--- src/rtl/uart_pkg.sv ---
// Shared types and constants for the UART receiver slice.
// Holds the FSM state enum, register offsets and STATUS bit indices.
package uart_pkg;

  typedef enum logic [2:0] {
    IDLE,
    START,
    DATA,
    PARITY,
    STOP,
    BRK
  } rx_state_e;

  localparam logic ADDR_DATA   = 1'b0;
  localparam logic ADDR_STATUS = 1'b1;

  localparam int RXV  = 0;
  localparam int OVR  = 1;
  localparam int FERR = 2;
  localparam int PERR = 3;

endpackage

--- src/rtl/sync_fifo.sv ---
// Single-clock FIFO with a separate occupancy count.
// Ports: clk, rst (sync, high), push/wdata, pop, head (current
// entry, combinational), full, empty. A push into a full FIFO is
// ignored unless a pop happens in the same cycle.
module sync_fifo #(
  parameter int WIDTH = 8,
  parameter int DEPTH = 8
) (
  input  logic             clk,
  input  logic             rst,
  input  logic             push,
  input  logic [WIDTH-1:0] wdata,
  input  logic             pop,
  output logic [WIDTH-1:0] head,
  output logic             full,
  output logic             empty
);

  localparam int AW = (DEPTH > 1) ? $clog2(DEPTH) : 1;
  localparam logic [AW:0] FULL_CNT = (AW+1)'(DEPTH);

  logic [WIDTH-1:0] mem [DEPTH];
  logic [AW-1:0]    wptr;
  logic [AW-1:0]    rptr;
  logic [AW:0]      count;
  logic             do_push;
  logic             do_pop;

  assign full    = (count == FULL_CNT);
  assign empty   = (count == '0);
  assign do_pop  = pop & ~empty;
  assign do_push = push & (~full | do_pop);
  assign head    = mem[rptr];

  always_ff @(posedge clk) begin
    if (do_push) mem[wptr] <= wdata;
  end

  always_ff @(posedge clk) begin
    if (rst) begin
      wptr  <= '0;
      rptr  <= '0;
      count <= '0;
    end else begin
      if (do_push) wptr <= wptr + AW'(1);
      if (do_pop)  rptr <= rptr + AW'(1);
      case ({do_push, do_pop})
        2'b10:   count <= count + (AW+1)'(1);
        2'b01:   count <= count - (AW+1)'(1);
        default: count <= count;
      endcase
    end
  end

endmodule

--- src/rtl/uart_rx.sv ---
// Bus-attached 8N1 UART receiver feeding an RX FIFO.
// Ports: clk, rst (sync, high), rxd (async serial in), cen/wr/addr
// slave port, rdata (XLEN, comb), error (comb, on writes).
// Option macro UART_RX_PARITY_EN adds an even-parity bit.
`ifndef XLEN
`define XLEN 32
`endif

module uart_rx #(
  parameter int CLKS_PER_BIT = 16,
  parameter int FIFO_DEPTH   = 8
) (
  input  logic             clk,
  input  logic             rst,
  input  logic             rxd,
  input  logic             cen,
  input  logic             wr,
  input  logic             addr,
  output logic [`XLEN-1:0] rdata,
  output logic             error
);

  import uart_pkg::*;

  localparam int CW = $clog2(CLKS_PER_BIT);
  localparam logic [CW-1:0] FULL_CNT = CW'(CLKS_PER_BIT - 1);
  localparam logic [CW-1:0] HALF_CNT = CW'(CLKS_PER_BIT / 2 - 1);

  logic          sync1;
  logic          rxs;
  rx_state_e     state, state_n;
  logic [CW-1:0] cnt, cnt_n;
  logic [2:0]    idx, idx_n;
  logic [7:0]    shreg, shreg_n;
  logic          tick;
  logic          push_ok;
  logic          ferr_set;
  logic          perr_set;
  logic          drop;
  logic          ovr_set;
  logic          ovr_q, ferr_q, perr_q;
  logic          rd, data_rd, stat_rd;
  logic          pop;
  logic [7:0]    head;
  logic          full, empty;

  // Two-flop synchroniser; idles high so reset
  // never looks like a start bit.
  always_ff @(posedge clk) begin
    if (rst) begin
      sync1 <= 1'b1;
      rxs   <= 1'b1;
    end else begin
      sync1 <= rxd;
      rxs   <= sync1;
    end
  end

`ifdef UART_RX_PARITY_EN
  logic pbad, pbad_n;
  assign drop = pbad;
`else
  assign drop = 1'b0;
`endif

  assign tick = (cnt == '0);

  always_ff @(posedge clk) begin
    if (rst) begin
      state <= IDLE;
      cnt   <= '0;
      idx   <= '0;
      shreg <= '0;
`ifdef UART_RX_PARITY_EN
      pbad  <= 1'b0;
`endif
    end else begin
      state <= state_n;
      cnt   <= cnt_n;
      idx   <= idx_n;
      shreg <= shreg_n;
`ifdef UART_RX_PARITY_EN
      pbad  <= pbad_n;
`endif
    end
  end

  always_comb begin
    state_n  = state;
    cnt_n    = cnt;
    idx_n    = idx;
    shreg_n  = shreg;
    push_ok  = 1'b0;
    ferr_set = 1'b0;
    perr_set = 1'b0;
`ifdef UART_RX_PARITY_EN
    pbad_n   = pbad;
`endif
    case (state)
      IDLE: begin
        if (!rxs) begin
          state_n = START;
          cnt_n   = HALF_CNT;
        end
      end
      START: begin
        if (!tick) begin
          cnt_n = cnt - CW'(1);
        end else if (rxs) begin
          state_n = IDLE;
        end else begin
          state_n = DATA;
          cnt_n   = FULL_CNT;
          idx_n   = '0;
`ifdef UART_RX_PARITY_EN
          pbad_n  = 1'b0;
`endif
        end
      end
      DATA: begin
        if (!tick) begin
          cnt_n = cnt - CW'(1);
        end else begin
          shreg_n = {rxs, shreg[7:1]};
          cnt_n   = FULL_CNT;
          idx_n   = idx + 3'd1;
          if (idx == 3'd7) begin
`ifdef UART_RX_PARITY_EN
            state_n = PARITY;
`else
            state_n = STOP;
`endif
          end
        end
      end
`ifdef UART_RX_PARITY_EN
      PARITY: begin
        if (!tick) begin
          cnt_n = cnt - CW'(1);
        end else begin
          cnt_n   = FULL_CNT;
          state_n = STOP;
          if (rxs != ^shreg) begin
            perr_set = 1'b1;
            pbad_n   = 1'b1;
          end
        end
      end
`endif
      STOP: begin
        if (!tick) begin
          cnt_n = cnt - CW'(1);
        end else if (rxs) begin
          push_ok = ~drop;
          state_n = IDLE;
        end else begin
          ferr_set = 1'b1;
          state_n  = BRK;
        end
      end
      BRK: begin
        if (rxs) state_n = IDLE;
      end
      default: state_n = IDLE;
    endcase
  end

  assign rd      = cen & ~wr;
  assign data_rd = rd & (addr == ADDR_DATA);
  assign stat_rd = rd & (addr == ADDR_STATUS);
  assign pop     = data_rd & ~empty;
  assign ovr_set = push_ok & full & ~pop;

  sync_fifo #(
    .WIDTH (8),
    .DEPTH (FIFO_DEPTH)
  ) u_fifo (
    .clk   (clk),
    .rst   (rst),
    .push  (push_ok),
    .wdata (shreg),
    .pop   (pop),
    .head  (head),
    .full  (full),
    .empty (empty)
  );

  // Reading STATUS clears sticky flags; a set in the
  // same cycle takes priority.
  always_ff @(posedge clk) begin
    if (rst) begin
      ovr_q  <= 1'b0;
      ferr_q <= 1'b0;
      perr_q <= 1'b0;
    end else begin
      ovr_q  <= (ovr_q  & ~stat_rd) | ovr_set;
      ferr_q <= (ferr_q & ~stat_rd) | ferr_set;
      perr_q <= (perr_q & ~stat_rd) | perr_set;
    end
  end

  always_comb begin
    rdata = '0;
    error = 1'b0;
    unique case (1'b1)
      data_rd: begin
        if (!empty) rdata[7:0] = head;
      end
      stat_rd: begin
        rdata[RXV]  = ~empty;
        rdata[OVR]  = ovr_q;
        rdata[FERR] = ferr_q;
        rdata[PERR] = perr_q;
      end
      (cen & wr): error = 1'b1;
      default: ;
    endcase
  end

endmodule

--- config.mk ---
export PLATFORM = sky130hd
export DESIGN_NAME = uart_rx
export DESIGN_NICKNAME = d
export VERILOG_FILES = /design/src/rtl/uart_pkg.sv /design/src/rtl/sync_fifo.sv /design/src/rtl/uart_rx.sv
export SDC_FILE = /design/constraint.sdc
export NUM_CORES = 1
export LEC_CHECK = 0
export CAP_MARGIN = 10
export CELL_PAD_IN_SITES_DETAIL_PLACEMENT = 1
export CELL_PAD_IN_SITES_GLOBAL_PLACEMENT = 2
export CORE_ASPECT_RATIO = 1.5
export CORE_MARGIN = 2
export CORE_UTILIZATION = 35
export DETAILED_ROUTE_END_ITERATION = 12
export PLACE_DENSITY_LB_ADDON = 0.1
export SLEW_MARGIN = 10
export SYNTH_ARGS = -nofsm -noshare
export SYNTH_HDL_FRONTEND = slang
export SYNTH_SLANG_ARGS = --single-unit
--- constraint.sdc ---
create_clock -name clk -period 3.1 [get_ports clk]
set_clock_uncertainty 0.1 [all_clocks]
set_input_delay 0.465 -clock clk [delete_from_list [all_inputs] [get_ports clk]]
set_output_delay 0.465 -clock clk [all_outputs]
set_load 0.05 [all_outputs]
==> summary.json, run 1 <==
{
  "pwr-share-seq": {"value": 51.9, "unit": "%"},
  "post-route-min-period": {"value": 2.81, "unit": "ns"},
  "dominant_cells": {"value": "registers"},
  "final-comb-area": {"value": 0.00157, "unit": "mm^2"},
  "max_slew_margin": {"value": 60.3, "unit": "%"},
  "placeableCoreArea": {"value": 0.0124, "unit": "mm^2"},
  "power.static_leakage": {"value": 1.80, "unit": "nW"},
  "wl_met3": {"value": 225, "unit": "um"},
  "final-max-slew-violation-count": {"value": 0},
  "placementRows": {"value": 50},
  "synthTopCellsByCount": {"value": "64 x edfxtp_1, 36 x dfxtp_1, 25 x nand2_1, 24 x buf_4, 23 x nor2_1"},
  "setup_violating_endpoint_count_in_the_final_report": {"value": 0},
  "grtUsageMet3": {"value": 2.97, "unit": "%"},
  "die.size.x": {"value": 95.6, "unit": "um"},
  "number_of_antenna_repair_diodes": {"value": 0},
  "power.share.combinational": {"value": 6.4, "unit": "%"},
  "critical_path.most_common_cell": {"value": "buf_4"},
  "fmaxAchievable": {"value": 356, "unit": "MHz"},
  "post-synth-top-area-fraction": {"value": 43.7, "unit": "%"},
  "route.final.wire_length": {"value": 9360, "unit": "um"},
  "grt_antenna_before_repair": {"value": 0},
  "clk_transition_reported_paths": {"value": 0.07, "unit": "ns"},
  "rr_endpoint": {"value": "u_fifo.count[2]$_SDFFE_PP0P_"},
  "flip_flop_count_of_the_largest_register_all_copies_and_words_added": {"value": 64},
  "endpoint_kind": {"value": "primary output"},
  "ioPinCount": {"value": 39},
  "cts.root.buffer_cell": {"value": "clkbuf_16"},
  "yosys.cell_count.top_type": {"value": "edfxtp_1"},
  "final_cell_area": {"value": 0.00511, "unit": "mm^2"},
  "post_synth_inst_count": {"value": 336},
  "use_met2": {"value": 26.7, "unit": "%"},
  "post_route_cells_drive_above_1_share": {"value": 19.8, "unit": "%"},
  "path_depth": {"value": 7},
  "synth.yosys.warnings": {"value": 0},
  "total_power": {"value": 2.74, "unit": "mW"},
  "nets": {"value": 383},
  "core_util_floorplan": {"value": 35.5, "unit": "%"},
  "timing.critical_path.slowest_stage_cell": {"value": "clkdlybuf4s50_1"},
  "numPortBuffers": {"value": 14},
  "netlist-cell-type-count": {"value": 58},
  "outcome": {"value": "finished, final reports clean"},
  "pin_count_of_the_biggest_net_entering_global_routing": {"value": 19},
  "max_cap_violations": {"value": 0},
  "crit_end": {"value": "rdata[2]"},
  "syn_area": {"value": 0.00440, "unit": "mm^2"},
  "sh_seq_area": {"value": 51.7, "unit": "%"},
  "grt_overflow_total": {"value": 0},
  "biggestRegsByFlops": {"value": "u_fifo.mem x64, shreg x8"},
  "htree_levels": {"value": 3},
  "buffer_area_share": {"value": 7.44, "unit": "%"},
  "timing_worst_slew_pin_value": {"value": 0.595, "unit": "ns"},
  "gr-max-usage-layer": {"value": "met2"},
  "num-nonclk-inverters": {"value": 7},
  "synth-edff-count": {"value": 64},
  "timing.critical_path.from": {"value": "cen"},
  "seq_cell_count": {"value": 100},
  "period_used_share": {"value": 90.5, "unit": "%"},
  "cellPowerDensity": {"value": 535, "unit": "mW/mm^2"},
  "numPlacedInstances": {"value": 513},
  "finish.utilization": {"value": 41.3, "unit": "%"},
  "netlist.top_cell.by_area": {"value": "edfxtp_1"},
  "worst_hold_path.endpoint": {"value": "rxs$_SDFF_PP1_"},
  "worst-r2r-cell-count": {"value": 9},
  "cts_tree": {"value": "built"},
  "ys_chip_area": {"value": 0.00440, "unit": "mm^2"},
  "top_register": {"value": "u_fifo.mem"},
  "count_of_vias_placed_by_the_detailed_router": {"value": 2607},
  "routed.top_layer": {"value": "met4"},
  "compound_area_share": {"value": 7.02, "unit": "%"},
  "layout.area.seq": {"value": 0.00264, "unit": "mm^2"},
  "drcViolationCount": {"value": 0},
  "min_path_cells": {"value": 1},
  "setup_repair_after_global_routing_missed_its_margin": {"value": "no"},
  "pwr.group.sequential": {"value": 1.42, "unit": "mW"},
  "layout_top_cells": {"value": "64 x edfxtp_1, 36 x dfxtp_1, 25 x nand2_1, 24 x conb_1, 24 x buf_4"},
  "first_pass_iters": {"value": 4},
  "power.share.switching": {"value": 23.8, "unit": "%"},
  "clockBufferDepth": {"value": 2},
  "holdWs": {"value": 0.313, "unit": "ns"},
  "area.share.combinational": {"value": 30.7, "unit": "%"}
}
Figure 1. The clock network (run 1).
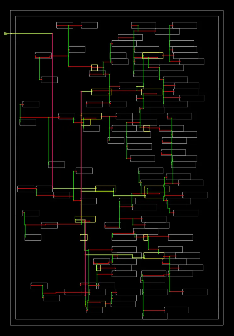
later-pin clock latency in the skew report: 0.34 ns
Layout clock buffers: 9
Sinks on Clock Net: 100

Figure 2. Cell sizes after repair (run 1).
Bar = 20 um.
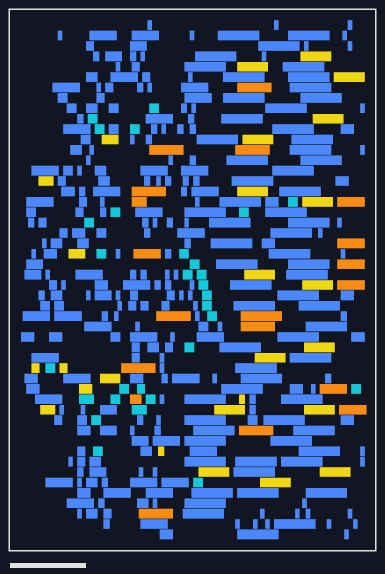
Cyan stands for x3 and x4, cells 29, share 7.8%, most used buf_4. Blue stands for x1 and smaller, cells 299, share 80%, most used edfxtp_1. Yellow stands for x2, cells 26, share 7.0%, most used mux4_2. Orange stands for x6 and larger, cells 19, share 5.1%, most used clkbuf_16.
Worst Slack Setup Final: 0.294 ns
Non-CTS buffers: 37

Figure 3. Placed cells, one colour a class (run 1).
Bar = 20 um.
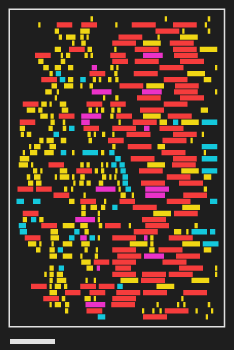
Red stands for registers, cells 100, share of their area 54%. Magenta stands for clock drivers and dummy loads, cells 16, share of their area 6.1%. Yellow stands for remaining logic cells, cells 220, share of their area 32%. Cyan stands for remaining buffers and delay cells, cells 37, share of their area 7.7%.

Figure 4. Pin placement (run 1).
Pins as bars across the die edge, other pins in grey.
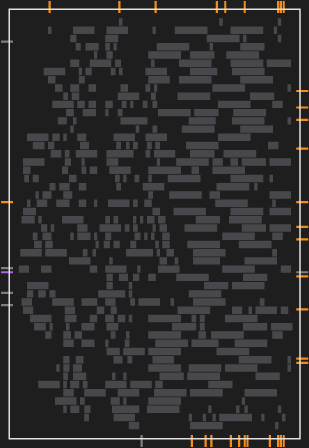

## Run 2: what changed since run 1
--- a/config.mk
+++ b/config.mk
@@ -12,8 +12,10 @@
 export CORE_MARGIN = 2
 export CORE_UTILIZATION = 35
 export DETAILED_ROUTE_END_ITERATION = 12
+export DONT_BUFFER_PORTS = 1
 export PLACE_DENSITY_LB_ADDON = 0.1
 export SLEW_MARGIN = 10
 export SYNTH_ARGS = -nofsm -noshare
 export SYNTH_HDL_FRONTEND = slang
 export SYNTH_SLANG_ARGS = --single-unit
+export TNS_END_PERCENT = 5
Figure 5. Pin placement (run 2).
Pins as bars across the die edge, other pins in grey.
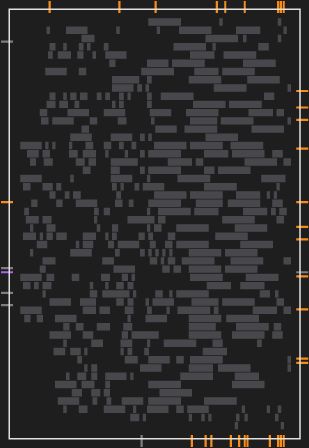
Orange stands for `rdata`, pins 32, direction output, edge 11 east, 11 south, 9 north, 1 west. Purple stands for `cen`, pins 1, direction input, edge west.

==> summary.json, run 2 <==
{
  "biggestRegsByFlops": {"value": "u_fifo.mem x64, shreg x8"},
  "grt_antenna_before_repair": {"value": 0, "change": "unchanged"},
  "route.final.wire_length": {"value": 9420, "unit": "um", "change": "+0.64%"},
  "netlist-cell-type-count": {"value": 58, "change": "unchanged"},
  "fin_setup_tns": {"value": 0, "unit": "ns"},
  "number_of_antenna_repair_diodes": {"value": 0, "change": "unchanged"},
  "cts_tree": {"value": "built"},
  "fmaxAchievable": {"value": 368, "unit": "MHz", "change": "+3.4%"},
  "seq_cell_count": {"value": 100, "change": "unchanged"},
  "cellPowerDensity": {"value": 567, "unit": "mW/mm^2", "change": "+5.9%"},
  "num-nonclk-inverters": {"value": 7, "change": "unchanged"},
  "top_register": {"value": "u_fifo.mem"},
  "yosys.cell_count.top_type": {"value": "edfxtp_1"},
  "wl_met3": {"value": 359, "unit": "um", "change": "+60%"},
  "timing_worst_slew_pin_value": {"value": 0.602, "unit": "ns", "change": "+0.00745 ns"},
  "netlist.top_cell.by_area": {"value": "edfxtp_1"},
  "endpoint_kind": {"value": "register"},
  "max_slew_margin": {"value": 59.5, "unit": "%", "change": "-0.81 points"},
  "pin_count_of_the_biggest_net_entering_global_routing": {"value": 37, "change": "+18"},
  "synth_xor_xnor_area_share": {"value": 1.19, "unit": "%"},
  "placeableCoreArea": {"value": 0.0124, "unit": "mm^2", "change": "unchanged"},
  "grt_overflow_total": {"value": 0, "change": "unchanged"},
  "nClkBuffers": {"value": 9, "change": "unchanged"},
  "layout.area.seq": {"value": 0.00264, "unit": "mm^2", "change": "unchanged"},
  "crit_end": {"value": "u_fifo.count[2]$_SDFFE_PP0P_"},
  "pwr-share-seq": {"value": 50.4, "unit": "%", "change": "-1.5 points"},
  "synth.yosys.warnings": {"value": 0, "change": "unchanged"},
  "worst_hold_path.endpoint": {"value": "u_fifo.count[2]$_SDFFE_PP0P_"},
  "final-max-slew-violation-count": {"value": 0, "change": "unchanged"},
  "timing.critical_path.slowest_stage_cell": {"value": "or4b_2"},
  "area.share.combinational": {"value": 31.7, "unit": "%", "change": "+1.0 points"},
  "drcViolationCount": {"value": 0, "change": "unchanged"},
  "holdWs": {"value": 0.0819, "unit": "ns", "change": "-0.231 ns"},
  "finish.utilization": {"value": 40.1, "unit": "%", "change": "-1.2 points"},
  "period_used_share": {"value": 87.6, "unit": "%", "change": "-3.0 points"},
  "clockBufferDepth": {"value": 2, "change": "unchanged"},
  "timing.final.ws_setup": {"value": 0.385, "unit": "ns", "change": "+0.0918 ns"},
  "post_route_cells_drive_above_1_share": {"value": 19.3, "unit": "%", "change": "-0.50 points"},
  "grtUsageMet3": {"value": 3.19, "unit": "%", "change": "+0.21 points"},
  "pwr.group.sequential": {"value": 1.42, "unit": "mW", "change": "about the same"},
  "nets": {"value": 372, "change": "-2.9%"},
  "worst-r2r-cell-count": {"value": 9, "change": "unchanged"},
  "gr-max-usage-layer": {"value": "met2"},
  "sh_seq_area": {"value": 53.2, "unit": "%", "change": "+1.6 points"},
  "ioPinCount": {"value": 39, "change": "unchanged"},
  "clock_latency": {"value": 0.34, "unit": "ns", "change": "about the same"},
  "buffer_area_share": {"value": 3.93, "unit": "%", "change": "-3.5 points"},
  "cts_sinks": {"value": 100, "change": "unchanged"},
  "layout_top_cells": {"value": "64 x edfxtp_1, 36 x dfxtp_1, 26 x buf_4, 25 x nand2_1, 24 x conb_1"},
  "post-route-min-period": {"value": 2.71, "unit": "ns", "change": "-0.0918 ns"},
  "rr_endpoint": {"value": "u_fifo.count[2]$_SDFFE_PP0P_"},
  "power.share.combinational": {"value": 5.7, "unit": "%", "change": "-0.7 points"},
  "count_of_vias_placed_by_the_detailed_router": {"value": 2586, "change": "-0.81%"},
  "outcome": {"value": "finished, final reports clean"},
  "htree_levels": {"value": 3, "change": "unchanged"},
  "cts.root.buffer_cell": {"value": "clkbuf_16"},
  "dominant_cells": {"value": "registers"},
  "setup_repair_after_global_routing_missed_its_margin": {"value": "no"},
  "die.size.x": {"value": 95.6, "unit": "um", "change": "unchanged"},
  "max_cap_violations": {"value": 0, "change": "unchanged"},
  "synth.area.top_cells": {"value": "edfxtp_1 44%, dfxtp_1 16%, mux4_2 8.2%"},
  "path_depth": {"value": 9, "change": "+2"},
  "power.share.switching": {"value": 23.1, "unit": "%", "change": "-0.78 points"},
  "placementRows": {"value": 50, "change": "unchanged"},
  "first_pass_iters": {"value": 4, "change": "unchanged"},
  "use_met2": {"value": 26.6, "unit": "%", "change": "-0.11 points"},
  "numPlacedInstances": {"value": 502, "change": "-2.1%"},
  "synthTopCellsByCount": {"value": "64 x edfxtp_1, 36 x dfxtp_1, 25 x nand2_1, 24 x buf_4, 23 x nor2_1"},
  "post-synth-top-area-fraction": {"value": 43.7, "unit": "%", "change": "unchanged"},
  "setup_violating_endpoint_count_in_the_final_report": {"value": 0, "change": "unchanged"},
  "final_hold_viol_count": {"value": 0},
  "cp.buffers_inverters": {"value": 0},
  "clk_transition_reported_paths": {"value": 0.07, "unit": "ns", "change": "about the same"},
  "numPortBuffers": {"value": 0, "change": "-14"},
  "min_path_cells": {"value": 1, "change": "unchanged"},
  "post_synth_inst_count": {"value": 336, "change": "unchanged"},
  "core_util_floorplan": {"value": 35.5, "unit": "%", "change": "unchanged"},
  "timing.critical_path.from": {"value": "u_fifo.count[0]$_SDFFE_PP0P_"}
}
Figure 6. Cell sizes after repair (run 2).
Bar = 20 um.
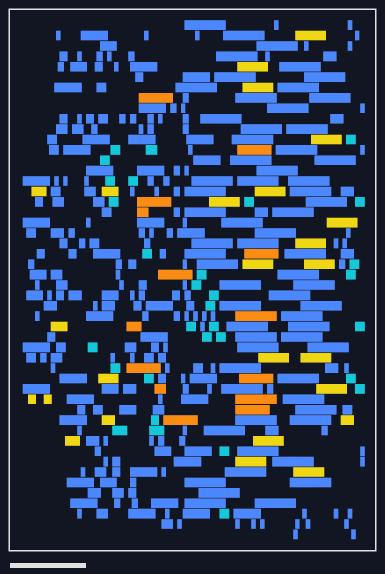
Blue stands for x1 and smaller, cells 292, share 81%, most used edfxtp_1. Yellow stands for x2, cells 25, share 6.9%, most used mux4_2. Orange stands for x6 and larger, cells 14, share 3.9%, most used clkbuf_16. Cyan stands for x3 and x4, cells 31, share 8.6%, most used buf_4.
Non-CTS buffers: 26
Final Cell Area: 0.00496 mm^2
area growth from synthesis to layout: 12.8%

Figure 7. Clock network drawn from the DEF (run 2).
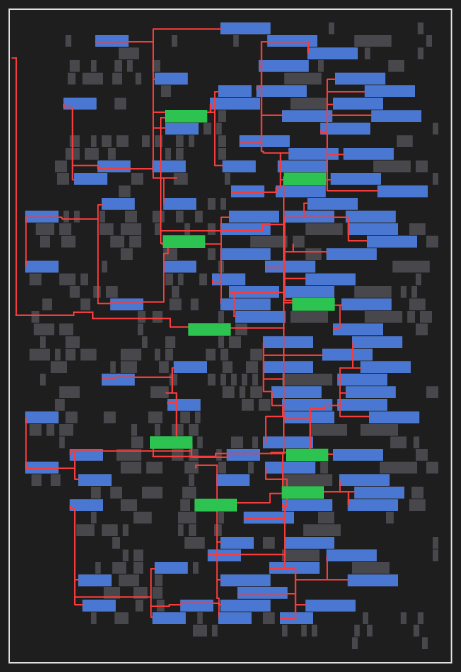

## Run 3: what changed since run 2
--- a/config.mk
+++ b/config.mk
@@ -10,9 +10,10 @@
 export CELL_PAD_IN_SITES_GLOBAL_PLACEMENT = 2
 export CORE_ASPECT_RATIO = 1.5
 export CORE_MARGIN = 2
-export CORE_UTILIZATION = 35
+export CORE_UTILIZATION = 44
 export DETAILED_ROUTE_END_ITERATION = 12
 export DONT_BUFFER_PORTS = 1
+export GPL_TIMING_DRIVEN = 0
 export PLACE_DENSITY_LB_ADDON = 0.1
 export SLEW_MARGIN = 10
 export SYNTH_ARGS = -nofsm -noshare
Figure 8. Clock network drawn from the DEF (run 3).
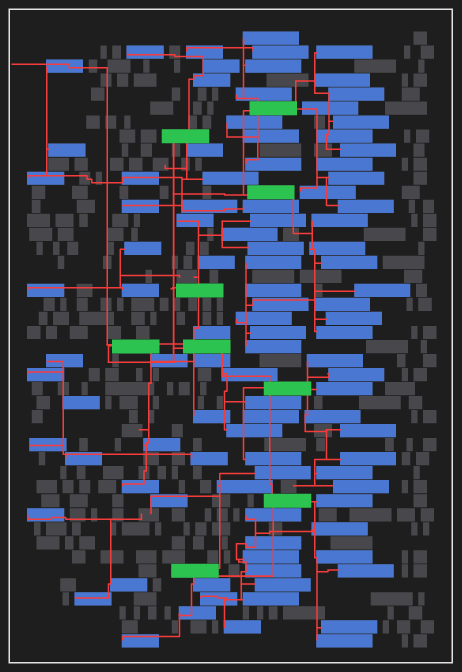
Blue stands for flip-flops, count 100. Red stands for clock wires, length 1130 um. Green stands for clock-net drivers, count 9.
There are 10 routed clock nets.
part of the total power dissipated in the clock network: 40.3%
clock-net power: 1.10 mW

==> summary.json, run 3 <==
{
  "pwr.group.sequential": {"value": 1.42, "unit": "mW", "change": "about the same"},
  "cp.buffers_inverters": {"value": 0, "change": "unchanged"},
  "final_cell_area": {"value": 0.00502, "unit": "mm^2", "change": "+1.2%"},
  "layout_top_cells": {"value": "64 x edfxtp_1, 36 x dfxtp_1, 29 x buf_4, 25 x nand2_1, 24 x conb_1"},
  "power.share.combinational": {"value": 7.6, "unit": "%", "change": "+1.9 points"},
  "biggestRegsByFlops": {"value": "u_fifo.mem x64, shreg x8"},
  "pin_count_of_the_biggest_net_entering_global_routing": {"value": 20, "change": "-46%"},
  "route.final.wire_length": {"value": 9070, "unit": "um", "change": "-3.7%"},
  "holdWs": {"value": 0.127, "unit": "ns", "change": "+0.0454 ns"},
  "gr-max-usage-layer": {"value": "met2"},
  "clock_latency": {"value": 0.34, "unit": "ns", "change": "about the same"},
  "power.share.switching": {"value": 25.1, "unit": "%", "change": "+2.0 points"},
  "top_register": {"value": "u_fifo.mem"},
  "crit_end": {"value": "rdata[2]"},
  "area_growth_syn_to_layout": {"value": 14.2, "unit": "%"},
  "yosys.cell_count.top_type": {"value": "edfxtp_1"},
  "clk_transition_reported_paths": {"value": 0.07, "unit": "ns", "change": "about the same"},
  "endpoint_kind": {"value": "primary output"},
  "count_of_vias_placed_by_the_detailed_router": {"value": 2646, "change": "+2.3%"},
  "synthTopCellsByCount": {"value": "64 x edfxtp_1, 36 x dfxtp_1, 25 x nand2_1, 24 x buf_4, 23 x nor2_1"},
  "num-nonclk-buffers": {"value": 44, "change": "+69%"},
  "synth.yosys.warnings": {"value": 0, "change": "unchanged"},
  "post-synth-top-area-fraction": {"value": 43.7, "unit": "%", "change": "unchanged"},
  "period_used_share": {"value": 92.4, "unit": "%", "change": "+4.8 points"},
  "post_synth_inst_count": {"value": 336, "change": "unchanged"},
  "outcome": {"value": "finished, final reports clean"},
  "final-max-slew-violation-count": {"value": 0, "change": "unchanged"},
  "cellPowerDensity": {"value": 542, "unit": "mW/mm^2", "change": "-4.3%"},
  "netlist-cell-type-count": {"value": 58, "change": "unchanged"},
  "max_cap_violations": {"value": 0, "change": "unchanged"},
  "num-nonclk-inverters": {"value": 7, "change": "unchanged"},
  "finish.utilization": {"value": 51.8, "unit": "%", "change": "+12 points"},
  "timing.critical_path.slowest_stage_cell": {"value": "o21ai_1"},
  "timing.final.ws_setup": {"value": 0.235, "unit": "ns", "change": "-0.150 ns"},
  "cts_tree": {"value": "built"},
  "setup_violating_endpoint_count_in_the_final_report": {"value": 0, "change": "unchanged"},
  "numPlacedInstances": {"value": 474, "change": "-5.6%"},
  "netlist.top_cell.by_area": {"value": "edfxtp_1"},
  "worst-r2r-cell-count": {"value": 10, "change": "+1"},
  "post_route_cells_drive_above_1_share": {"value": 23.2, "unit": "%", "change": "+3.8 points"},
  "ioPinCount": {"value": 39, "change": "unchanged"},
  "number_of_antenna_repair_diodes": {"value": 0, "change": "unchanged"},
  "wl_met3": {"value": 271, "unit": "um", "change": "-25%"},
  "grt_overflow_total": {"value": 0, "change": "unchanged"},
  "max_slew_margin": {"value": 31.5, "unit": "%", "change": "-28 points"},
  "htree_levels": {"value": 3, "change": "unchanged"},
  "grt_antenna_before_repair": {"value": 0, "change": "unchanged"},
  "setup_repair_after_global_routing_missed_its_margin": {"value": "no"},
  "fin_setup_tns": {"value": 0, "unit": "ns", "change": "unchanged"},
  "cts.root.buffer_cell": {"value": "clkbuf_16"},
  "pwr-share-seq": {"value": 52.0, "unit": "%", "change": "+1.6 points"},
  "timing_worst_slew_pin_value": {"value": 1.02, "unit": "ns", "change": "+0.419 ns"},
  "grtUsageMet3": {"value": 3.45, "unit": "%", "change": "+0.26 points"},
  "synth.area.top_cells": {"value": "edfxtp_1 44%, dfxtp_1 16%, mux4_2 8.2%"},
  "buffer_area_share": {"value": 5.70, "unit": "%", "change": "+1.8 points"},
  "min_path_cells": {"value": 1, "change": "unchanged"},
  "layout.area.seq": {"value": 0.00264, "unit": "mm^2", "change": "unchanged"},
  "clockBufferDepth": {"value": 2, "change": "unchanged"},
  "fmaxAchievable": {"value": 349, "unit": "MHz", "change": "-5.2%"},
  "die.size.x": {"value": 85.7, "unit": "um", "change": "-10%"},
  "sh_seq_area": {"value": 52.6, "unit": "%", "change": "-0.62 points"},
  "cts_sinks": {"value": 100, "change": "unchanged"}
}
Figure 9. The clock network (run 3).
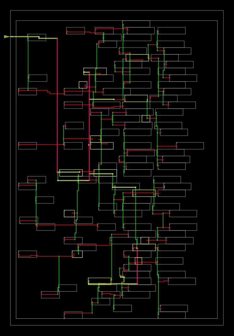
final sequential cell count: 100
clock buffer count from CTS: 9

Power and IR drop assume default switching activity.
